**src/rtl/pdu_ring_ctrl.sv**
```systemverilog
// Ring-buffer controller between the PDU generator write port and the ring RAM.
// Optional PDU/flit statistics counters are built when PDU_RING_STATS_EN is defined.
module pdu_ring_ctrl #(
    parameter int PDU_AWIDTH = 12,
    parameter int AF_MARGIN  = 64
) (
    input  logic                  clk,
    input  logic                  rst_n,
    input  logic [513:0]          wr_data,
    input  logic [PDU_AWIDTH-1:0] wr_addr,
    input  logic                  wr_en,
    output logic [PDU_AWIDTH-1:0] wr_base_addr,
    output logic                  almost_full,
    input  logic                  update_valid,
    input  logic [PDU_AWIDTH-1:0] update_size,
    input  logic                  head_wr_valid,
    input  logic [PDU_AWIDTH-1:0] head_wr_ptr,
    output logic                  ram_wr_en,
    output logic [PDU_AWIDTH-1:0] ram_wr_addr,
    output logic [513:0]          ram_wr_data,
    output logic                  tail_valid,
    output logic [PDU_AWIDTH-1:0] tail_ptr,
    input  logic                  tail_ready,
    output logic [PDU_AWIDTH-1:0] occupancy,
    output logic [2:0]            err_flags
`ifdef PDU_RING_STATS_EN
    ,
    output logic [31:0]           stat_pdu_cnt,
    output logic [31:0]           stat_flit_cnt
`endif
);

    // All-ones pointer value equals DEPTH-1, the usable capacity of the ring.
    localparam logic [PDU_AWIDTH-1:0] MAX_PTR = '1;

    typedef enum logic {
        DB_IDLE,
        DB_NOTIFY
    } db_state_t;

    logic [PDU_AWIDTH-1:0] tail_reg;
    logic [PDU_AWIDTH-1:0] head_reg;
    logic [PDU_AWIDTH-1:0] tail_next;
    logic [PDU_AWIDTH-1:0] head_next;
    logic [PDU_AWIDTH-1:0] occ;
    logic [PDU_AWIDTH-1:0] free;
    logic [PDU_AWIDTH-1:0] free_next;
    logic [PDU_AWIDTH-1:0] wr_offset;
    logic [PDU_AWIDTH-1:0] head_advance;
    logic                  wr_legal;
    logic                  commit_ok;
    logic                  commit_nz;
    logic                  head_ok;
    logic                  almost_full_next;
    logic [2:0]            err_set;

    logic                  almost_full_reg;
    logic [PDU_AWIDTH-1:0] occupancy_reg;
    logic                  ram_wr_en_reg;
    logic [PDU_AWIDTH-1:0] ram_wr_addr_reg;
    logic [513:0]          ram_wr_data_reg;
    db_state_t             db_state_reg;
    logic                  tail_valid_reg;
    logic [PDU_AWIDTH-1:0] tail_ptr_reg;

    // Legality of writes, commits and head moves all use the current-cycle pointers.
    assign occ          = tail_reg - head_reg;
    assign free         = MAX_PTR - occ;
    assign wr_offset    = wr_addr - tail_reg;
    assign head_advance = head_wr_ptr - head_reg;

    assign wr_legal  = wr_offset < free;
    assign commit_ok = update_valid && (update_size <= free);
    assign commit_nz = commit_ok && (update_size != '0);
    assign head_ok   = head_wr_valid && (head_advance <= occ);

    assign tail_next = commit_ok ? (tail_reg + update_size) : tail_reg;
    assign head_next = head_ok ? head_wr_ptr : head_reg;

    assign free_next        = MAX_PTR - (tail_next - head_next);
    assign almost_full_next = int'(free_next) < AF_MARGIN;

    assign err_set = {head_wr_valid && !head_ok,
                      update_valid && !commit_ok,
                      wr_en && !wr_legal};

    always_ff @(posedge clk or negedge rst_n) begin
        if (!rst_n) begin
            tail_reg        <= '0;
            head_reg        <= '0;
            almost_full_reg <= 1'b0;
            occupancy_reg   <= '0;
        end else begin
            tail_reg        <= tail_next;
            head_reg        <= head_next;
            almost_full_reg <= almost_full_next;
            occupancy_reg   <= tail_next - head_next;
        end
    end

    // Write path: one-cycle registered forward of legal writes only.
    always_ff @(posedge clk or negedge rst_n) begin
        if (!rst_n) begin
            ram_wr_en_reg   <= 1'b0;
            ram_wr_addr_reg <= '0;
        end else begin
            ram_wr_en_reg   <= wr_en && wr_legal;
            ram_wr_addr_reg <= wr_addr;
        end
    end

    // Data is qualified by ram_wr_en, so it needs no reset.
    always_ff @(posedge clk) begin
        ram_wr_data_reg <= wr_data;
    end

    genvar gi;
    generate
        for (gi = 0; gi < 3; gi++) begin : g_err
            logic sticky_reg;
            always_ff @(posedge clk or negedge rst_n) begin
                if (!rst_n) begin
                    sticky_reg <= 1'b0;
                end else if (err_set[gi]) begin
                    sticky_reg <= 1'b1;
                end
            end
            assign err_flags[gi] = sticky_reg;
        end
    endgenerate

    // Coalescing doorbell: a pending notification always carries the newest tail.
    always_ff @(posedge clk or negedge rst_n) begin
        if (!rst_n) begin
            db_state_reg   <= DB_IDLE;
            tail_valid_reg <= 1'b0;
            tail_ptr_reg   <= '0;
        end else begin
            case (db_state_reg)
                DB_IDLE: begin
                    if (commit_nz) begin
                        db_state_reg   <= DB_NOTIFY;
                        tail_valid_reg <= 1'b1;
                        tail_ptr_reg   <= tail_next;
                    end
                end
                DB_NOTIFY: begin
                    if (commit_nz) begin
                        tail_ptr_reg <= tail_next;
                    end else if (tail_ready) begin
                        db_state_reg   <= DB_IDLE;
                        tail_valid_reg <= 1'b0;
                    end
                end
                default: begin
                    db_state_reg   <= DB_IDLE;
                    tail_valid_reg <= 1'b0;
                end
            endcase
        end
    end

`ifdef PDU_RING_STATS_EN
    logic [31:0] stat_pdu_cnt_reg;
    logic [31:0] stat_flit_cnt_reg;
    logic [32:0] flit_sum;

    assign flit_sum = {1'b0, stat_flit_cnt_reg} + 33'(update_size);

    always_ff @(posedge clk or negedge rst_n) begin
        if (!rst_n) begin
            stat_pdu_cnt_reg  <= '0;
            stat_flit_cnt_reg <= '0;
        end else if (commit_nz) begin
            if (stat_pdu_cnt_reg != 32'hFFFF_FFFF) begin
                stat_pdu_cnt_reg <= stat_pdu_cnt_reg + 32'd1;
            end
            stat_flit_cnt_reg <= flit_sum[32] ? 32'hFFFF_FFFF : flit_sum[31:0];
        end
    end

    assign stat_pdu_cnt  = stat_pdu_cnt_reg;
    assign stat_flit_cnt = stat_flit_cnt_reg;
`endif

    assign wr_base_addr = tail_reg;
    assign almost_full  = almost_full_reg;
    assign occupancy    = occupancy_reg;
    assign ram_wr_en    = ram_wr_en_reg;
    assign ram_wr_addr  = ram_wr_addr_reg;
    assign ram_wr_data  = ram_wr_data_reg;
    assign tail_valid   = tail_valid_reg;
    assign tail_ptr     = tail_ptr_reg;

endmodule

```
**config.mk**
```make
export PLATFORM = sky130hd
export DESIGN_NAME = pdu_ring_ctrl
export DESIGN_NICKNAME = d
export VERILOG_FILES = /design/src/rtl/pdu_ring_ctrl.sv
export SDC_FILE = /design/constraint.sdc
export NUM_CORES = 1
export LEC_CHECK = 0
export CAP_MARGIN = 5
export CELL_PAD_IN_SITES_DETAIL_PLACEMENT = 1
export CELL_PAD_IN_SITES_GLOBAL_PLACEMENT = 1
export CORE_AREA = 2 2 442 444
export CTS_CLUSTER_SIZE = 12
export DETAILED_ROUTE_END_ITERATION = 8
export DIE_AREA = 0 0 444 446
export PLACE_DENSITY_LB_ADDON = 0.15
export SETUP_SLACK_MARGIN = 0.1
export SYNTH_ARGS = -nofsm -noshare
export SYNTH_HDL_FRONTEND = slang
export SYNTH_SLANG_ARGS = --single-unit
```
**constraint.sdc**
```tcl
create_clock -name clk -period 9.7 [get_ports clk]
set_clock_uncertainty 0.05 [all_clocks]
set_input_delay 1.94 -clock clk [delete_from_list [all_inputs] [get_ports clk]]
set_output_delay 1.94 -clock clk [all_outputs]
set_load 0.01 [all_outputs]
```
==> results_dict.tcl <==
# collected from the flow reports
set metrics [dict create \
    critPathMaxFanout 4 \
    dr.pass1.iters 4 \
    clkPwrFrac_pct 29.7 \
    design_power_total_mw 10.4 \
    largest_area_cell "dfxtp_1" \
    min_path_type "reg2reg" \
    area_growth_pct 108 \
    swShare_pct 38.0 \
    outcome "finished, final reports clean" \
    ant_nets 0 \
    synth_flop_count 581 \
    netlist.area_leader.share_pct 64.7 \
    synth-edff-count 0 \
    post_cts_buffers 0 \
    xor_share_pct 2.69 \
    ys_chip_area_mm2 0.0159 \
    htree_levels 3 \
    worstHoldStart "g_err[0].sticky_reg" \
    synthFlopType "dfxtp_1" \
    grt_pass1_wl_um 165000 \
    async_reset_ff_share_pct 11.5 \
    syn-cell-area_mm2 0.0159 \
    maxPowerGroup "combinational logic" \
    via_count 13700 \
    worst_pin_slew_ns 0.842 \
    p_leak_nw 12.8 \
    crit_path_end_kind "flip-flop" \
    syn_avg_cell_area_um2 14.5 \
    drc 0 \
    slowest_stage "clkdlybuf4s50_1" \
    antenna_found_initial 94 \
    maxCapViolCount 0 \
]
-- final timing paths --
kind,endpoint,slack [ns],cells past startpoint
max,almost_full,1.47,33
min,g_err[0].sticky_reg,0.41,1
max reg2reg,almost_full,2.32,31
min reg2reg,g_err[0].sticky_reg,0.41,1
max in group asynchronous,wr_base_addr[8],7.46,2
min in group asynchronous,ram_wr_addr[1],1.12,1
-- cell type report --
type / instances / area (um2)
Clock buffer: 110 / 2300
Inverter: 64 / 240
Clock inverter: 34 / 440
Timing Repair Buffer: 1126 / 11300
Fill cell: 21900 / 160000
Tap cell: 2542 / 3180
Sequential cell: 581 / 12000
Multi-Input combinational cell: 447 / 3660
Antenna cell: 25 / 62.6
-- worst max-delay path: cells and delay by family --
kind	cells	cell delay, ns
mux	2	0.48
compound gates	14	2.92
xor+xnor	2	0.34
simple gates	9	1.33
fa+ha+maj	4	1.24
buf+inv	2	0.53
-- metal layers --
layer / routed length (um) / global-route usage, % / vias to the layer above
li1: - / - / 6155
met1: 43800 / 12.3 / 6604
met2: 67900 / 23.6 / 689
met3: 16100 / 7.49 / 245
met4: 3790 / 3.46 / 4
met5: 21 / 0 / -
-- cell families after synthesis --
family	count (synthesis)
AOI/OAI and AO/OA	140
and+or+nand+nor	137
muxes	31
DFF	581
xor gates and xnor gates	48
adders and majority gates	91
buffers and inverters	71
-- placed cells by master, fill, tap and decap left out, types with 19 or more instances in the layout --
master           instances
a21oi_1                 35
clkbuf_16               83
clkdlybuf4s50_1       1122
dfrtp_1                 67
dfxtp_1                514
diode_2                 25
ha_1                    83
inv_1                   63
nand2_1                 19
nor2_1                  34
xnor2_1                 35
Figure 1. Cell classes on the final placement.
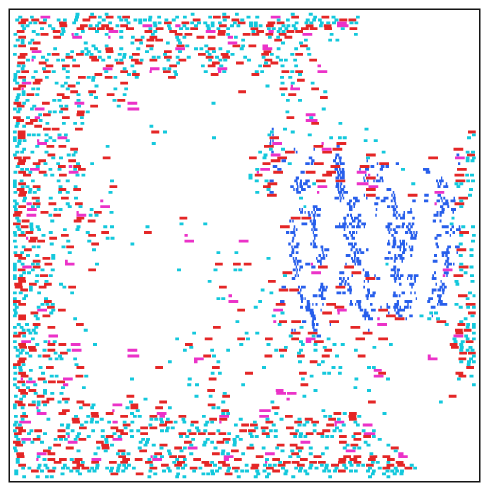
[blue] remaining logic cells | cells: 511
[red] registers | cells: 581
[cyan] remaining buffers and delay cells | cells: 1126
[magenta] clock drivers and dummy loads | cells: 144
fin util: 17.1%
Design Area, Final: 0.0331 mm2
Site Rows: 162
Seq area share: 36.1%
core area: 0.194 mm2

Figure 2. Congestion heat map.
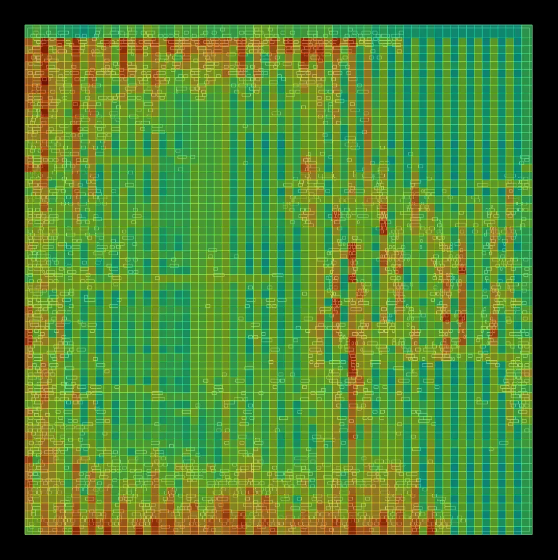
M3 GR Usage: 7.49%
Tot GR Track Use: 13.0%
routing usage on met2: 23.6%

Figure 3. Clock distribution.
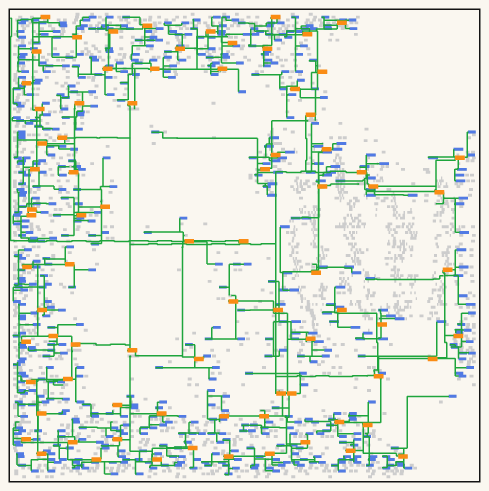
[orange] clock-net drivers | count: 81
[blue] flip-flops | count: 581
[green] clock wires | length: 11900 um
flops lie: spread over the die
clock group total power: 3.10 mW
clock latency on the worst-skew pair: 0.72 ns

Power is estimated from default activity; no workload was simulated.
